`src/rtl/scoreboard_param.sv`:
```
// Register scoreboard: tracks pending results per architectural register and
// arbitrates issue against WAW hazards and write-back port collisions.
module scoreboard_param #(
  parameter int NREGS  = 32,
  parameter int AW     = 5,
  parameter int NUNITS = 4,
  parameter int UW     = 2,
  parameter int MAXLAT = 5,
  parameter int LW     = 3
) (
  input  logic          clk,
  input  logic          rst,
  input  logic          flush,
  input  logic          issue_valid,
  input  logic [AW-1:0] issue_dest,
  input  logic [UW-1:0] issue_unit,
  input  logic [LW-1:0] issue_lat,
  output logic          issue_ready,
  input  logic [AW-1:0] id_op1,
  input  logic [AW-1:0] id_op2,
  input  logic [AW-1:0] id_dest,
  output logic          pend_op1,
  output logic          pend_op2,
  output logic          pend_dest,
  output logic [UW-1:0] unit_op1,
  output logic [UW-1:0] unit_op2,
  output logic [UW-1:0] unit_dest,
  output logic          wb_valid,
  output logic [AW-1:0] wb_reg,
  output logic [UW-1:0] wb_unit,
  output logic [AW:0]   busy_cnt
);

  if ((1 << UW) < NUNITS) begin : g_bad_uw
    $error("UW too narrow for NUNITS");
  end
  if ((1 << LW) <= MAXLAT) begin : g_bad_lw
    $error("LW too narrow for MAXLAT");
  end
  if ((1 << AW) < NREGS) begin : g_bad_aw
    $error("AW too narrow for NREGS");
  end

  logic              pend_q [NREGS];
  logic              pend_d [NREGS];
  logic [UW-1:0]     unit_q [NREGS];
  logic [UW-1:0]     unit_d [NREGS];
  logic [MAXLAT-1:0] pos_q  [NREGS];
  logic [MAXLAT-1:0] pos_d  [NREGS];

  logic          pend_op1_q, pend_op2_q, pend_dest_q;
  logic          pend_op1_d, pend_op2_d, pend_dest_d;
  logic [UW-1:0] unit_op1_q, unit_op2_q, unit_dest_q;
  logic [UW-1:0] unit_op1_d, unit_op2_d, unit_dest_d;

  logic [MAXLAT-1:0] res_bus;
  logic [MAXLAT-1:0] issue_pos;
  logic              lat_ok;
  logic              waw_ok;
  logic              slot_free;
  logic              issue_fire;

  // Write-back bus view: every in-flight result occupies exactly one slot.
  always_comb begin
    res_bus  = '0;
    wb_reg   = '0;
    wb_unit  = '0;
    busy_cnt = '0;
    for (int r = 0; r < NREGS; r++) begin
      res_bus  = res_bus | pos_q[r];
      busy_cnt = busy_cnt + (AW + 1)'(pend_q[r]);
      if (pos_q[r][0]) begin
        wb_reg  = AW'(r);
        wb_unit = unit_q[r];
      end
    end
    wb_valid = res_bus[0];
  end

  // Slot lat after this edge's shift lands at lat-1; the top slot is always free.
  always_comb begin
    lat_ok    = (issue_lat != '0) && (issue_lat <= LW'(MAXLAT));
    waw_ok    = (issue_dest == '0) || !pend_q[issue_dest];
    slot_free = 1'b1;
    for (int i = 1; i < MAXLAT; i++) begin
      if ((issue_lat == LW'(i)) && res_bus[i]) begin
        slot_free = 1'b0;
      end
    end
    issue_ready = lat_ok && waw_ok && slot_free;
    issue_fire  = issue_valid && issue_ready && (issue_dest != '0);
    issue_pos   = MAXLAT'(1) << (issue_lat - LW'(1));
  end

  always_comb begin
    for (int r = 0; r < NREGS; r++) begin
      pend_d[r] = pend_q[r];
      unit_d[r] = unit_q[r];
      pos_d[r]  = pos_q[r] >> 1;
      if (pos_q[r][0]) begin
        pend_d[r] = 1'b0;
        unit_d[r] = '0;
        pos_d[r]  = '0;
      end
      if (issue_fire && (issue_dest == AW'(r))) begin
        pend_d[r] = 1'b1;
        unit_d[r] = issue_unit;
        pos_d[r]  = issue_pos;
      end
      if (flush || (r == 0)) begin
        pend_d[r] = 1'b0;
        unit_d[r] = '0;
        pos_d[r]  = '0;
      end
    end
  end

  // Lookups sample the pre-update state, so a retiring entry still reads pending.
  always_comb begin
    pend_op1_d  = (id_op1 != '0) && pend_q[id_op1];
    pend_op2_d  = (id_op2 != '0) && pend_q[id_op2];
    pend_dest_d = (id_dest != '0) && pend_q[id_dest];
    unit_op1_d  = (id_op1 != '0) ? unit_q[id_op1] : '0;
    unit_op2_d  = (id_op2 != '0) ? unit_q[id_op2] : '0;
    unit_dest_d = (id_dest != '0) ? unit_q[id_dest] : '0;
  end

  always_ff @(posedge clk or posedge rst) begin
    if (rst) begin
      for (int r = 0; r < NREGS; r++) begin
        pend_q[r] <= 1'b0;
        unit_q[r] <= '0;
        pos_q[r]  <= '0;
      end
      pend_op1_q  <= 1'b0;
      pend_op2_q  <= 1'b0;
      pend_dest_q <= 1'b0;
      unit_op1_q  <= '0;
      unit_op2_q  <= '0;
      unit_dest_q <= '0;
    end else begin
      for (int r = 0; r < NREGS; r++) begin
        pend_q[r] <= pend_d[r];
        unit_q[r] <= unit_d[r];
        pos_q[r]  <= pos_d[r];
      end
      pend_op1_q  <= pend_op1_d;
      pend_op2_q  <= pend_op2_d;
      pend_dest_q <= pend_dest_d;
      unit_op1_q  <= unit_op1_d;
      unit_op2_q  <= unit_op2_d;
      unit_dest_q <= unit_dest_d;
    end
  end

  assign pend_op1  = pend_op1_q;
  assign pend_op2  = pend_op2_q;
  assign pend_dest = pend_dest_q;
  assign unit_op1  = unit_op1_q;
  assign unit_op2  = unit_op2_q;
  assign unit_dest = unit_dest_q;

endmodule

```
`config.mk`:
```
export PLATFORM = sky130hd
export DESIGN_NAME = scoreboard_param
export DESIGN_NICKNAME = d
export VERILOG_FILES = /design/src/rtl/scoreboard_param.sv
export SDC_FILE = /design/constraint.sdc
export NUM_CORES = 1
export LEC_CHECK = 0
export ABC_AREA = 1
export CORE_ASPECT_RATIO = 1.1
export CORE_MARGIN = 2
export CORE_UTILIZATION = 28
export CTS_BUF_LIST = sky130_fd_sc_hd__clkbuf_8 sky130_fd_sc_hd__clkbuf_16
export CTS_CLUSTER_SIZE = 24
export DETAILED_ROUTE_END_ITERATION = 6
export SKIP_LAST_GASP = 1
export SLEW_MARGIN = 20
export SYNTH_ARGS = -nofsm -noshare
export SYNTH_HDL_FRONTEND = slang
export SYNTH_SLANG_ARGS = --single-unit
```
`constraint.sdc`:
```
create_clock -name clk -period 12.4 [get_ports clk]
set_input_delay 2.48 -clock clk [delete_from_list [all_inputs] [get_ports clk]]
set_output_delay 2.48 -clock clk [all_outputs]
set_load 0.005 [all_outputs]
```
==> run_1/m1.png <==
(1.5 px per um) Supply wires on this layer in grey.
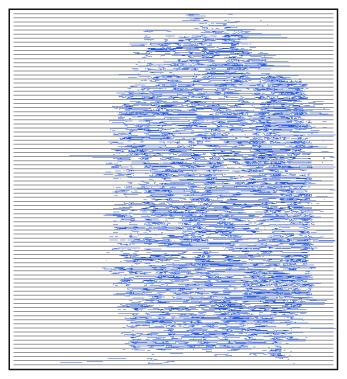
1774 nets have wire on it. The wires run mostly horizontal. The layer carries 22.3 mm of wire. The longest straight run is 73.8 um. The layer holds 40% of the routed length.
routed via count: 14100
drt total wl: 55900 um

==> run_1/m4.png <==
(1.5 px per um) Supply wires on this layer in grey.
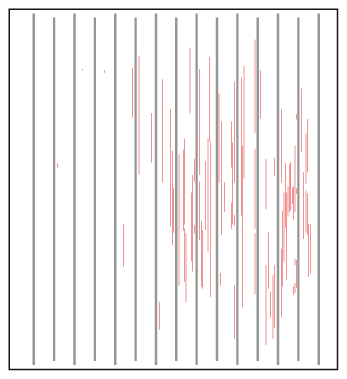
The layer carries 3200 um of wire. The layer holds 5.7% of the routed length. The longest straight run is 107 um. 64 nets have wire on it.

==> run_1/m2.png <==
(1 px per um) Cells faint in the background.
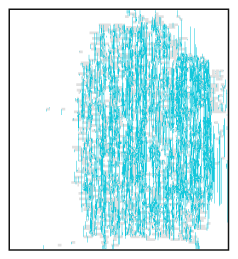
The longest straight run is 94.9 um. The wires run mostly vertical. The layer holds 46% of the routed length. 1533 nets have wire on it. The layer carries 25.5 mm of wire.
met2 Usage GRT: 0.344

==> job_summary.md, run 1 <==
### Metrics collected by this job

| Metric | Value |
|---|---|
| CP peak stage delay | about 590 ps |
| Die area | roughly 52000 um2 |
| TNS Setup | 0 ps |
| Synth Flop Type | dfrtp_1 |
| Floorplan utilization | 0.282 |
| RSZ-0062 raised after global routing | false |
| Placed cell areas | between 15000 and 20000 um2 |
| Worst clock skew | between 10 and 15 ps |
| Critical Path Source Type | register |
| Design area | approximately 16000 um2 |
| Yosys top cell by area | dfrtp_1 |
| Slew headroom | 0.287 |
| Slowest CP cell | fa_1 |
| Number of buffers created by CTS | 26 |
| Hold buffer count at cts | 0 |
| Final setup vio count | 0 |
| CP Class | register to output pin |
| Final Hold Fails | 0 |
| Horiz. Die Dim | around 220 um |
| Total Power | between 0.0015 and 0.002 W |
| Cells after Synth | between 1500 and 2000 |
| Worst hold path class | register to register |
| Failing checks | design-rule violations |
| Status | finished with violations |
| Min cycle time layout | between 8000 and 9000 ps |
| Root buffer cell | clkbuf_16 |
| Drt first-iter violations | around 1800 |
| Largest cells by area after synthesis | dfrtp_1, nand2_1, o21ai_0 |
| Initial antenna violation count | 2 |
| Worst hold path stage count | 2 |
| Crit share post-route | 0.694 |
| Fraction of registers with async set/reset | 1.00 |
| Gate family responsible for the most delay along the worst path | adder cells |
| Largest net degree at the start of global routing | 113 |
| Synthesized Nets | between 1500 and 2000 |
| WL per Instance | around 22 um |
| Post-synth EDFFs | 0 |
| CP most frequent cell | fa_1 |
| Syn Area/Cell | 7.86 um2 |
| Clock transition at path regs | ~60 ps |
| Antenna diode count | 0 |
| H-tree levels | 1 |
| Layout cells sized above 1 | 0.0495 |
| Final nets | between 1500 and 2000 |
| Routed vias/inst | between 5 and 6 |
| Worst Setup End Kind | output pin |
| GRT Residual Overflow | 0 |
| Residual DRC count | 2 |
| Max-Cap Viols | 0 |
| CTS tree | yes |
| I/O pins | 53 |
| Final-layout fill cell count | 5302 |
## run 1: where the power goes
| part | switching, W | total, W | internal (W) | leakage [nW] |
|---|---|---|---|---|
| combinational | 0.000152 | 0.000211 | 0.0000591 | 3.27 |
| clock | 0.000340 | 0.000826 | 0.000486 | 0.469 |
| sequential | 0.00000559 | 0.000851 | 0.000845 | 3.57 |
| total | 0.000498 | 0.00189 | 0.00139 | 7.32 |
## run 1: logic make-up after synthesis
family | synth area share
AND-OR/OR-AND | 0.239
XOR/XNOR | 0.00187
adder cells (fa/ha/maj) | 0.0398
buffers and inverters | 0.0691
flip-flops | 0.457
AND/OR/NAND/NOR | 0.194
## run 1: layout by cell type, fill, tap and decap left out, types with 11 or more instances in the layout
cell,count
o31ai_1,11
nor2_1,211
o21ai_1,33
clkdlybuf4s50_1,52
nor4_1,22
o211ai_1,26
buf_4,16
a21oi_1,113
o22ai_1,72
o21ai_0,220
nand2_1,332
inv_1,183
a22oi_1,69
dfrtp_1,257
clkbuf_16,27
nor3_1,19
nand3_1,47
fa_1,23
nor2_2,16
## run 1: path summary, 6_finish.rpt
check / start / endpoint / slack, ps
min in group asynchronous: rst / pos_q[23] / 2520
min: pos_q[94] / pos_q[93] / 480
max reg2reg: pos_q[14] / pos_q[126] / 8480
max in group asynchronous: rst / pos_q[72] / 7760
min reg2reg: pos_q[94] / pos_q[93] / 480
max: pend_q[23] / busy_cnt[4] / 3790
## run 1: cell type report
| cell class | instances | area [um2] | area share |
|---|---|---|---|
| tap | 660 | 826 | 0.0510 |
| clock buffer | 32 | 744 | 0.0460 |
| clock inverter | 16 | 153 | 0.00943 |
| timing repair buffer | 69 | 652 | 0.0403 |
| inverter | 188 | 713 | 0.0440 |
| multi-input combinational | 1277 | 6670 | 0.412 |
| sequential | 257 | 6430 | 0.397 |
## run 1: registers in the layout, indices dropped and copies added, names as in the netlist
register	count
pend_op2	1
pos_q	155
unit_op1	2
pend_op1	1
unit_q	62
unit_op2	2
unit_dest	2
pend_q	31
pend_dest	1
## run 1: worst register-to-register path, delay by kind of cell (launching register included)
family             cells  cell delay (ps)
AOI/OAI and AO/OA      2              470
DFF                    1              390
and+or+nand+nor        9             2980
## run 1: stage by stage
stage	hold slack [ps]	std cells	setup slack [ps]	util
detailed placement	472	2451	4390	0.306
global route	503	2499	3620	0.324
global placement	454	2451	4390	0.306
floorplan	442	1791	2850	-
CTS	488	2499	3790	0.324
finish	485	2499	3790	0.324
## run 1: per-layer routing
layer	vias up	track usage	part of all wire
met5	-	0	0.00050
met3	170	0.0294	0.088
li1	6225	-	-
met1	6860	0.283	0.40
met2	803	0.344	0.46
met4	4	0.107	0.057
## Run 2: what changed since run 1
- clock period: 12.4 -> 7.8 ns (I/O delays scaled with it)
==> run_2/m3.png <==
(1.5 px per um)
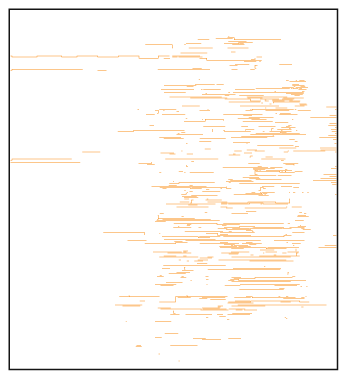
The wires run mostly horizontal. The longest straight run is 58.9 um.
routed via count: 14000
met3 Usage GRT: 0.0316
drt total wl: 56500 um

==> run_2/m2.png <==
(1 px per um) Cells faint in the background.
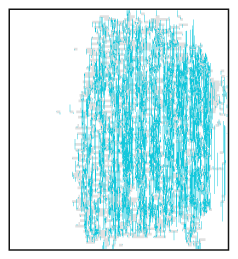
The longest straight run is 110 um. The layer carries 25.9 mm of wire.

==> run 2 against run 1 <==
Against the previous run: the run still ends with design-rule violations left; final area about the same; synthesized area stayed put; clock power up 62%; non-clock buffer count decreased by 2; sequential power increased by 59%; register-to-register slack lost 4500 ps; clock skew up 2.8 ps; flip-flop count stayed put; global-route usage up 0.15 points; critical path type unchanged; critical endpoint unchanged.
==> job_summary.md, run 2 <==
### Metrics collected by this job

| Metric | Value |
|---|---|
| Placed cell areas | around 15000 um2 |
| Total Power | around 0.0030 W |
| Cells after Synth | 1791 |
| Initial antenna violation count | 3 |
| H-tree levels | 1 |
| Max-Cap Viols | 0 |
| Yosys top cell by area | dfrtp_1 |
| Layout cells sized above 1 | 0.0496 |
| Status | finished with violations |
| Final-layout fill cell count | about 5300 |
| Post-synth EDFFs | 0 |
| Top-count cell post-synth | nand2_1 |
| Largest cells by area after synthesis | dfrtp_1, nand2_1, o21ai_0 |
| CP most frequent cell | fa_1 |
| Slowest CP cell | fa_1 |
| Design area | 16200 um2 |
| Crit path max fanout | 4 |
| Clock transition at path regs | approximately 60 ps |
| Register with the most flip-flops | pos_q |
| Crit share post-route | 0.976 |
| Failing checks | design-rule violations |
| Most frequent cells in the layout | nand2_1, dfrtp_1, o21ai_0 |
| Antenna diode count | 0 |
| Max FFs per register | ~160 |
| Post_cts resized | 0 |
| TNS Setup | 0 ps |
| Final setup vio count | 0 |
| Biggest regs | pos_q: 155 flops, unit_q: 62 flops, pend_q: 31 flops |
| Worst clock skew | between 10 and 15 ps |
| Ys cells | approximately 1800 |
| CTS tree | yes |
| Floorplan utilization | 0.282 |
| Residual DRC count | 1 |
| Routed vias/inst | about 5.6 |
| Slew headroom | 0.251 |
| Root buffer cell | clkbuf_16 |
| Syn Area/Cell | 7.86 um2 |
| WP data required | roughly 6200 ps |
| Synthesized Nets | roughly 1900 |
| WL per Instance | around 23 um |
| RSZ-0062 raised after global routing | false |
| Critical Path Source Type | register |
| Skew-Pair Late Insertion Delay | 550 ps |
| I/O pins | between 50 and 60 |
| CP peak stage delay | 560 ps |
| Largest net degree at the start of global routing | around 170 |
| CP Class | register to output pin |
| Synth Flop Type | dfrtp_1 |
| Min cycle time layout | ~7600 ps |
| Worst hold path stage count | 2 |
| Number of buffers created by CTS | 26 |
| Horiz. Die Dim | around 220 um |
| Top cell excl fill/tap | nand2_1 |
| Worst Setup End Kind | output pin |
| Clock Tree Buf Depth | 3 |
| Fraction of registers with async set/reset | 1.00 |
| Final Hold Fails | 0 |
| Die area | 52100 um2 |
| Die Y | 239 um |
| Final nets | around 1900 |
| Worst hold path class | register to register |
| Drt first-iter violations | 2023 |
| Yosys warning tally | 0 |
| GRT Residual Overflow | 0 |
==> run_2/placed.png <==
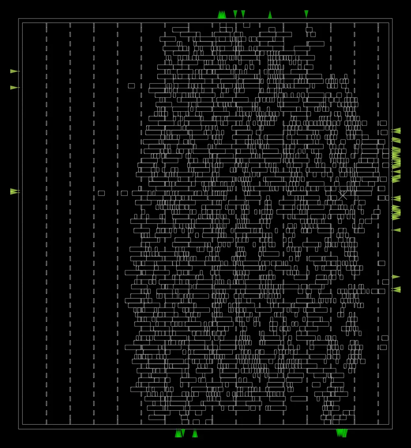
FP Rows: 86
seq_cells: 257
Finished Layout Cells: 2496
Seq/total area: 0.397
fin util: 0.324

run 2: path summary, 6_finish.rpt:
check | end | slack, ps | startpoint
worst max-delay path | busy_cnt[4] | 190 | pend_q[23]
worst max register to register | pos_q[128] | 4000 | pos_q[147]
max in group asynchronous | unit_q[41] | 4810 | rst
worst min-delay path | pos_q[87] | 480 | pos_q[88]
worst min register to register | pos_q[87] | 480 | pos_q[88]
min in group asynchronous | pend_q[6] | 1540 | rst
run 2: cells by family after synthesis:
logic type | after synthesis | share of synthesized area
adder cells (fa/ha/maj) | 31 | 0.0398
AND-OR/OR-AND | 578 | 0.239
flip-flops | 257 | 0.457
AND/OR/NAND/NOR | 665 | 0.194
buffers and inverters | 257 | 0.0691
XOR/XNOR | 3 | 0.00187
run 2: metrics by stage:
stage	worst slack [ps]	instances	hold WS, ps
after floorplan	1510	1791	442
after global placement	697	2449	461
after detailed placement	692	2449	468
after CTS	99.2	2496	481
after global routing	11.3	2496	507
final	186	2496	479
run 2: cell type report:
cell class	count	area, um2	share of cell area
well taps	660	826	0.0510
multi-input cells	1277	6670	0.412
flip-flops and latches	257	6430	0.397
clock inverters	13	141	0.00873
clock buffers	34	772	0.0477
repair buffers	67	641	0.0396
inverters	188	709	0.0438
run 2: report_power, final:
part	total (W)	internal [W]	switching [W]	leakage [nW]
logic	0.000342	0.0000939	0.000249	3.26
registers	0.00135	0.00134	0.00000846	3.57
clock network	0.00134	0.000792	0.000545	0.471
run 2: critical path, delay by kind of cell, from the launching register on:
kind | cells | cell delay (ps)
and+or+nand+nor | 2 | 160
AOI/OAI and AO/OA | 1 | 160
DFF | 1 | 390
adders and majority gates | 8 | 3890
buffers and inverters | 5 | 790
xor gates and xnor gates | 1 | 130
run 2: routing by layer:
| metal | GRT usage | part of all wire | wire [um] |
|---|---|---|---|
| met1 | 0.278 | 0.39 | 22000 |
| met2 | 0.349 | 0.46 | 25900 |
| met3 | 0.0316 | 0.093 | 5250 |
| met4 | 0.117 | 0.058 | 3270 |
| met5 | 0 | 0.00073 | 41 |
run 2: what timing repair did:
action	CTS	global route
buffers inserted	0	0
hold buffers	0	0
endpoints found under the setup margin	0	1
Power figures rest on the tool's default switching activity, not on a simulated workload.
